Fig. 1: run 1, M2 wires
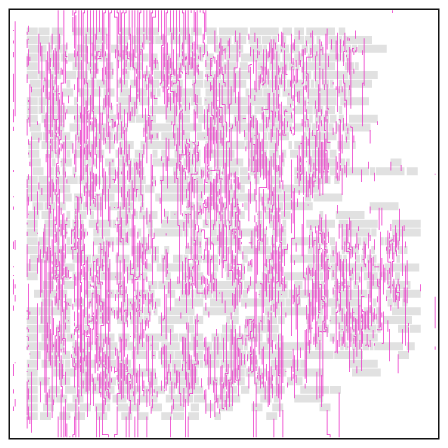
Fig. 2: run 1, I/O nets highlighted
The bar under the picture is 50 microns long.
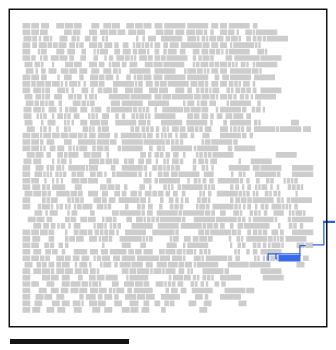
Fig. 3: run 1, where the registers sit
Other sequential cells in the stronger grey, the rest of the logic in the fainter grey.
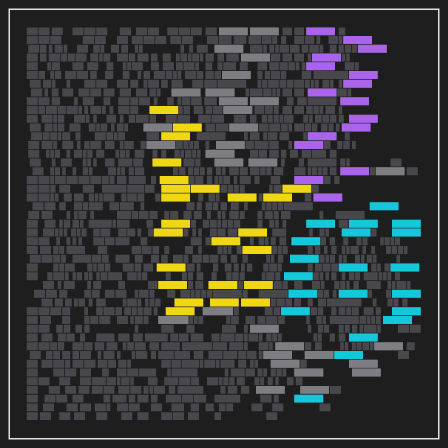
<file path="src/rtl/sound_pkg.sv">
// Shared types, default widths and field-extraction helper for the buzzer arbiter
// and related shared-peripheral arbiters.
package sound_pkg;

    typedef enum logic [1:0] {
        IDLE = 2'd0,
        TONE = 2'd1,
        GAP  = 2'd2
    } state_e;

    localparam int unsigned DIV_W       = 16;
    localparam int unsigned DUR_W       = 24;
    localparam int unsigned SLICE_BUS_W = 256;
    localparam int unsigned SLICE_W     = 32;

    // Returns field idx of width w from a flattened per-requester bus, zero-extended.
    function automatic logic [SLICE_W-1:0] sel_slice(
        input logic [SLICE_BUS_W-1:0] bus,
        input int unsigned            idx,
        input int unsigned            w
    );
        logic [SLICE_BUS_W-1:0] sh;
        logic [SLICE_W-1:0]     mask;
        sh   = bus >> (idx * w);
        mask = (w >= SLICE_W) ? '1 : SLICE_W'((64'(1) << w) - 64'(1));
        return SLICE_W'(sh) & mask;
    endfunction

endpackage

</file>
<file path="src/rtl/sound_rr_pick.sv">
// Combinational round-robin selector: first set request after index last, wrapping.
module sound_rr_pick #(
    parameter int unsigned N_REQ = 4,
    parameter int unsigned IDX_W = $clog2(N_REQ)
) (
    input  logic [N_REQ-1:0] req,
    input  logic [IDX_W-1:0] last,
    output logic [N_REQ-1:0] gnt_c,
    output logic [IDX_W-1:0] idx_c,
    output logic             valid_c
);

    logic [IDX_W-1:0] cand;

    always_comb begin
        gnt_c   = '0;
        idx_c   = '0;
        valid_c = 1'b0;
        cand    = '0;
        for (int unsigned k = 1; k <= N_REQ; k++) begin
            cand = IDX_W'((32'(last) + k) % N_REQ);
            if (!valid_c && req[cand]) begin
                valid_c     = 1'b1;
                idx_c       = cand;
                gnt_c[cand] = 1'b1;
            end
        end
    end

endmodule

</file>
<file path="src/rtl/sound_arbiter.sv">
// Round-robin owner of the board buzzer: one non-preemptible square-wave tone per
// grant, a one-cycle acknowledge, then an enforced silent gap.
module sound_arbiter
    import sound_pkg::*;
#(
    parameter int unsigned N_REQ   = 4,
    parameter int unsigned DIV_W   = sound_pkg::DIV_W,
    parameter int unsigned DUR_W   = sound_pkg::DUR_W,
    parameter int unsigned GAP_CYC = 1000000
) (
    input  logic                   iCLK,
    input  logic                   iRST_N,
    input  logic [N_REQ-1:0]       iREQ,
    input  logic [N_REQ*DIV_W-1:0] iDIV,
    input  logic [N_REQ*DUR_W-1:0] iDUR,
    input  logic                   iMUTE,
    output logic [N_REQ-1:0]       oGNT,
    output logic [N_REQ-1:0]       oACK,
    output logic                   oBUSY,
    output logic                   oSOUND
);

    localparam int unsigned IDX_W = $clog2(N_REQ);
    localparam int unsigned GAP_W = $clog2(GAP_CYC + 1);

    state_e             state_q,    state_d;
    logic [IDX_W-1:0]   last_q,     last_d;
    logic [DIV_W-1:0]   div_q,      div_d;
    logic [DIV_W-1:0]   half_cnt_q, half_cnt_d;
    logic [DUR_W-1:0]   dur_cnt_q,  dur_cnt_d;
    logic [GAP_W-1:0]   gap_cnt_q,  gap_cnt_d;
    logic               tone_q,     tone_d;
    logic [N_REQ-1:0]   gnt_q,      gnt_d;
    logic [N_REQ-1:0]   ack_q,      ack_d;
    logic               busy_q,     busy_d;
    logic               sound_q,    sound_d;

    logic [N_REQ-1:0]   pick_gnt_c;
    logic [IDX_W-1:0]   pick_idx_c;
    logic               pick_valid_c;
    logic [DIV_W-1:0]   div_in_c;
    logic [DUR_W-1:0]   dur_in_c;

    sound_rr_pick #(
        .N_REQ (N_REQ),
        .IDX_W (IDX_W)
    ) u_pick (
        .req     (iREQ),
        .last    (last_q),
        .gnt_c   (pick_gnt_c),
        .idx_c   (pick_idx_c),
        .valid_c (pick_valid_c)
    );

    // Winner's fields, only consumed on the IDLE->TONE transition.
    assign div_in_c = DIV_W'(sel_slice(SLICE_BUS_W'(iDIV), 32'(pick_idx_c), DIV_W));
    assign dur_in_c = DUR_W'(sel_slice(SLICE_BUS_W'(iDUR), 32'(pick_idx_c), DUR_W));

    always_comb begin
        state_d    = state_q;
        last_d     = last_q;
        div_d      = div_q;
        half_cnt_d = half_cnt_q;
        dur_cnt_d  = dur_cnt_q;
        gap_cnt_d  = gap_cnt_q;
        tone_d     = tone_q;
        gnt_d      = gnt_q;
        ack_d      = '0;
        busy_d     = busy_q;
        sound_d    = 1'b0;

        unique case (state_q)
            IDLE: begin
                if (pick_valid_c) begin
                    state_d    = TONE;
                    last_d     = pick_idx_c;
                    div_d      = div_in_c;
                    half_cnt_d = '0;
                    // Remaining cycles after the first; a zero duration plays one cycle.
                    dur_cnt_d  = (dur_in_c == '0) ? '0 : dur_in_c - DUR_W'(1);
                    tone_d     = (div_in_c != '0);
                    gnt_d      = pick_gnt_c;
                    busy_d     = 1'b1;
                    sound_d    = tone_d && !iMUTE;
                end
            end

            TONE: begin
                if (div_q != '0) begin
                    if (half_cnt_q == div_q - DIV_W'(1)) begin
                        half_cnt_d = '0;
                        tone_d     = !tone_q;
                    end else begin
                        half_cnt_d = half_cnt_q + DIV_W'(1);
                    end
                end
                if (dur_cnt_q == '0) begin
                    state_d   = GAP;
                    gnt_d     = '0;
                    ack_d     = gnt_q;
                    gap_cnt_d = GAP_W'(GAP_CYC);
                end else begin
                    dur_cnt_d = dur_cnt_q - DUR_W'(1);
                    sound_d   = tone_d && !iMUTE;
                end
            end

            GAP: begin
                if (gap_cnt_q <= GAP_W'(1)) begin
                    state_d   = IDLE;
                    gap_cnt_d = '0;
                    busy_d    = 1'b0;
                end else begin
                    gap_cnt_d = gap_cnt_q - GAP_W'(1);
                end
            end

            default: begin
                state_d = IDLE;
                gnt_d   = '0;
                busy_d  = 1'b0;
            end
        endcase
    end

    always_ff @(posedge iCLK or negedge iRST_N) begin
        if (!iRST_N) begin
            state_q    <= IDLE;
            last_q     <= IDX_W'(N_REQ - 1);
            div_q      <= '0;
            half_cnt_q <= '0;
            dur_cnt_q  <= '0;
            gap_cnt_q  <= '0;
            tone_q     <= 1'b0;
            gnt_q      <= '0;
            ack_q      <= '0;
            busy_q     <= 1'b0;
            sound_q    <= 1'b0;
        end else begin
            state_q    <= state_d;
            last_q     <= last_d;
            div_q      <= div_d;
            half_cnt_q <= half_cnt_d;
            dur_cnt_q  <= dur_cnt_d;
            gap_cnt_q  <= gap_cnt_d;
            tone_q     <= tone_d;
            gnt_q      <= gnt_d;
            ack_q      <= ack_d;
            busy_q     <= busy_d;
            sound_q    <= sound_d;
        end
    end

    assign oGNT   = gnt_q;
    assign oACK   = ack_q;
    assign oBUSY  = busy_q;
    assign oSOUND = sound_q;

endmodule

</file>
<file path="config.mk">
export PLATFORM = sky130hd
export DESIGN_NAME = sound_arbiter
export DESIGN_NICKNAME = d
export VERILOG_FILES = /design/src/rtl/sound_pkg.sv /design/src/rtl/sound_rr_pick.sv /design/src/rtl/sound_arbiter.sv
export SDC_FILE = /design/constraint.sdc
export NUM_CORES = 1
export LEC_CHECK = 0
export CAP_MARGIN = 20
export CORE_MARGIN = 5
export CORE_UTILIZATION = 52
export CTS_CLUSTER_SIZE = 25
export DETAILED_ROUTE_END_ITERATION = 16
export PLACE_DENSITY = 0.84
export SYNTH_ARGS = -nofsm -noshare
export SYNTH_HDL_FRONTEND = slang
export SYNTH_SLANG_ARGS = --single-unit
export TNS_END_PERCENT = 100
</file>
<file path="constraint.sdc">
create_clock -name iCLK -period 4.61 [get_ports iCLK]
set_input_delay 0.6915 -clock iCLK [delete_from_list [all_inputs] [get_ports iCLK]]
set_output_delay 0.6915 -clock iCLK [all_outputs]
set_load 0.005 [all_outputs]
</file>
==> run summary, run 1 <==
yosys + openroad results -> outcome complete, no violations, CP Cell Sequence buf_4 > mux4_2 > a21oi_2 > o21a_2 > nor2_2 > buf_4 > o311ai_1 > and4b_1 > nand4_4 > nor4_2 > nand2b_1 > buf_4 > o221ai_1, worst setup path endpoint dur_cnt_q[14], Pwr top combinational cells, Clock Root Buffer clkbuf_16, Sw Ratio 0.490, ao+oa area frac 0.235, R2R Path End dur_cnt_q[14], post-route setup TNS 0 ns, DR WL met2 10900 microns, ys async rst share 1.00, CTS Buf Count 9, Tap Cells 188, WL/cell 17.0 microns, tool warnings 34, worst-margin pin slew 0.801 ns, Post-CTS Setup Bufs 0, Signal inverters 17, initial antenna violation count 0, critical path depth 13, P_clk 783 uW, Crit. End Element flop, critical setup path kind reg2reg, final setup margin 0.423 ns, Worst EP required 4.82 ns, flip-flops 91, Leakage 0.00412 uW, Slew Limit Fails 0, Die W 133 microns, Max Used Layer met4, cells on worst reg2reg path 13, TritonCTS Sinks 91, syn_nets 1174, count leader, synth nand2_1, CP max-delay cell mux4_2, Layout clock buffers 10, clock-cell share of area 0.0313, RSZ-0062 raised after global routing false, Cell area leaders dfrtp_1 28%, nand2_1 7.2%, mux2i_1 3.8%, o21ai_0 3.8%, nor2_1 3.6%, Clock Power Share 0.120, buffering overhead 0.199, Post-Syn Area 7880 sq um, Total GRT Usage 0.252, logic area 5210 sq um, wire length on met1 9850 microns, ys flops 91, peak supply drop 0.578 mV, cell count after synthesis 993, Skew-Pair Late Insertion Delay 0.34 ns, top-area cell type share of the netlist area 0.283, Power Dens Cells 645 nW/um^2, number of logic gates 821, Critical path origin last_q[0], combinational share of cell area 0.515, DR iter-0 viols 740, total power 6520 uW, fin cells 1340, synthesis-to-finish area growth 28.4%, worst-path fanout max 33, Simple Share, Synth 0.275, max cap viols 0, floorplan utilization 0.524, HP Class in2async
Back to the opening pictures, Fig. 1:
- wire length on this layer: 10900 microns
- share of all routed wire: 48%
- nets with wire on the layer: 1095
- main direction: vertical
detailed-route wire length: 22800 microns
GR Layer Usage met2: 0.423
via count: 8141

Back to the opening pictures, Fig. 2:
- blue: `oBUSY` (direction output; edge right; end cells 1; buffers 1; wire 40.0 microns)
I/O Pins: 177
PortBufs: 176

Back to the opening pictures, Fig. 3:
- yellow: `dur_cnt_q` (sequential cells 24; where centre)
- purple: `half_cnt_q` (sequential cells 16; where upper right)
- cyan: `gap_cnt_q` (sequential cells 20)
- not coloured: 31
Seq. pwr: 1310 uW
Finished Core Util: 0.673
Reg area: 2280 sq um
Seq/total area: 0.225

==> run 1: worst reg2reg max path, delay by kind of cell (launching register included) <==
kind                   cells  cell delay, ns
buffers and inverters      3            0.83
multiplexers               1            0.64
AND-OR/OR-AND              4            1.04
flip-flops                 1            0.53
AND/OR/NAND/NOR            5            1.03
==> run 1: flip-flops by register name, indices dropped and copies added (netlist names), 2 cells and up <==
name / count
div_q: 16
dur_cnt_q: 24
gap_cnt_q: 20
half_cnt_q: 16
last_q: 2
oACK: 4
oGNT: 4
state_q: 2
==> run 1: per-layer routing <==
layer  vias to the layer above  track usage
li1                       3966            -
met1                      3817        0.336
met2                       324        0.423
met3                        34       0.0434
met4                         0       0.0737
met5                         -            0
==> run 2, diff against run 1 <==
--- a/config.mk
+++ b/config.mk
@@ -8,6 +8,7 @@
 export CAP_MARGIN = 20
 export CORE_MARGIN = 5
 export CORE_UTILIZATION = 52
+export CTS_CLUSTER_DIAMETER = 40
 export CTS_CLUSTER_SIZE = 25
 export DETAILED_ROUTE_END_ITERATION = 16
 export PLACE_DENSITY = 0.84
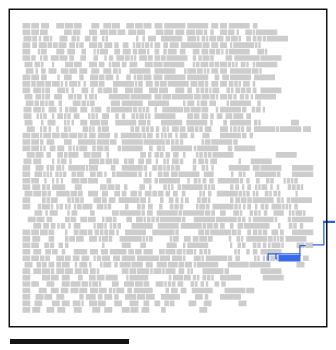
Fig. 4. I/O nets highlighted (run 2).
The bar under the picture is 50 microns long.
- blue: `oBUSY` (direction output; edge right; end cells 1; buffers 1; wire 40.0 microns)

==> run summary, run 2 <==
yosys + openroad results -> initial antenna violation count 0, Resized cells post-CTS 0, number of flip-flops in the largest register 24, cells on worst reg2reg path 13, Top cell excl fill/tap clkdlybuf4s50_1, critical path depth 13, main flop type after synthesis dfrtp_1, Die W 133 microns, hold_buf cts 0, Pre-Repair DR Iteration Count 5, dominant logic cell types in the final layout 175 x clkdlybuf4s50_1, 152 x nand2_1, 89 x dfrtp_1, Finished Core Util 0.673, layout cells sized above 1 0.0972, internal power 3330 uW, CP Cell Sequence buf_4 > mux4_2 > a21oi_2 > o21a_2 > nor2_2 > buf_4 > o311ai_1 > and4b_1 > nand4_4 > nor4_2 > nand2b_1 > buf_4 > o221ai_1, final instance area 10100 sq um, number of global-route vias before repair 7682, ys async rst share 1.00, outcome complete, no violations, tool warnings 34, I/O Pins 177, number of enable flip-flop cells 0, via count 8141, ys cells 993, htree depth 3, CP delay by family, top AND-OR/OR-AND gates, Skew-Pair Late Insertion Delay 0.34 ns, final period utilization 0.908, # fillers 1213, count leader, synth nand2_1, Min Hold Slack 0.435 ns, cell count after synthesis 993, syn_nets 1174, Crit. End Element flop, worst-path fanout max 33, critical setup path kind reg2reg, top-area cell type share of the netlist area 0.283, floorplan utilization 0.524, Worst EP required 4.82 ns, worst-margin pin slew 0.801 ns, Combinational Power Share 0.679, Max Used Layer met4, peak supply drop 0.578 mV, Final nets 1328, die y size 133 microns, dpl cell area 9800 sq um, DR vias/cell 6.08, Critical path origin last_q[0], RSZ-0062 raised after global routing false, Yosys warning count 0, Die Area 17700 sq um, Cell area leaders dfrtp_1 28%, nand2_1 7.2%, mux2i_1 3.8%, o21ai_0 3.8%, nor2_1 3.6%, GP Congestion 0.966, CP max-delay cell mux4_2, Post-synth top cells 152 x nand2_1, 89 x dfrtp_1, 76 x nor2_1, 60 x o21ai_0, 55 x a21oi_1, DP Worst Slack 0.159 ns, Hold Fails Final Rpt 0, Sw Ratio 0.490, metal3 WL 1550 microns, Reg with most FFs dur_cnt_q, R2R Path End dur_cnt_q[14], flop2flop setup slack 0.42 ns, leading area contributor after synthesis dfrtp_1, Leakage 0.00412 uW, synthesis-to-finish area growth 28.4%, post-route setup TNS 0 ns, biggest regs dur_cnt_q: 24 flops, gap_cnt_q: 20 flops, largest net degree at the start of global routing 66, CTS Buf Count 9, Crit path arrival time 4.39 ns, worst-case clock buffer depth 2, worst setup path endpoint dur_cnt_q[14], crit-path most repeated cell buf_4, Seq pwr share 0.201, Clock Power Share 0.120, Final min period 4.19 ns, ant diodes 0, Routed Antenna Nets 0, fin cells 1340, ys flops 91, detailed-route wire length 22800 microns, DRC viols 0, DR WL met2 10900 microns, Rel. slew slack 0.461, first-pass GRT wire length 37500 microns, Mean Syn Cell Area 7.94 sq um, count of final setup violators 0, clock skew 0.00865 ns, PortBufs 176, CTS tree built, TritonCTS Sinks 91, Post-Syn Area 7880 sq um, total grt overflow 0, YS chip area 7880 sq um, CP max stage delay 0.63 ns, Clk pin slew, worst setup/hold paths 0.07 ns, Power Dens Cells 645 nW/um^2, placed insts 1324, Cell Rows 45, FMAX 239 MHz, Clock Root Buffer clkbuf_16, Distinct cells, synth 87, total power 6520 uW, HP Class in2async, worst r2r src last_q[0], Post-CTS Setup Bufs 0, core area 15000 sq um, max cap viols 0, Critical Path Source Type flop, GR Layer Usage met2 0.423, Slew Limit Fails 0, P_sw 3200 uW, post-DP HPWL 17700 microns, final setup margin 0.423 ns, Seq/Total Area, Yosys 0.289, Buffers & Inverters on Critical Path 3, wire length on met1 9850 microns, DR iter-0 viols 740
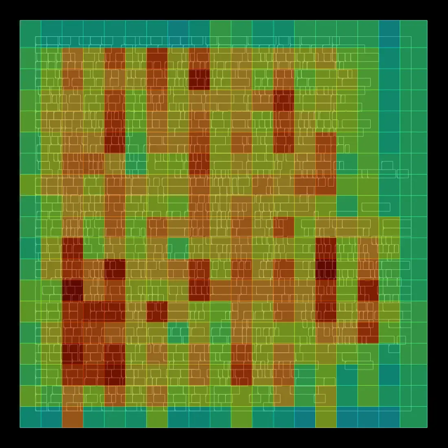
Fig. 5. Routing congestion (run 2).
met3 usage: 0.0434
WL/cell: 17.0 microns
met1 global-route usage: 0.336
Total GRT Usage: 0.252
gr busiest metal: met2

## run 2: logic make-up after synthesis
logic type | synth area share
AND-OR/OR-AND | 0.235
XOR/XNOR | 0.0522
adder cells (fa/ha/maj) | 0.0222
buffers and inverters | 0.0522
flip-flops | 0.289
multiplexers | 0.0741
AND/OR/NAND/NOR | 0.275
## run 2: layout make-up
class                   count  area, sq um  area share
clock buffers              10          229      0.0226
clock inverters             6         87.6     0.00865
inverters                  17         63.8     0.00631
multi-input cells         821         5210       0.515
flip-flops and latches     91         2280       0.225
well taps                 188          235      0.0232
repair buffers            207         2020       0.199
## run 2: power by group through the flow
stage	Clock [uW]	Sequential [uW]	Combinational [uW]
CTS	795	1300	4380
global route	823	1350	4880
detailed placement	0	1310	4360
floorplan	0	1250	3290
finish	783	1310	4430
global placement	0	1300	4270
No activity file was given, so power comes from the tool's default toggle rates.
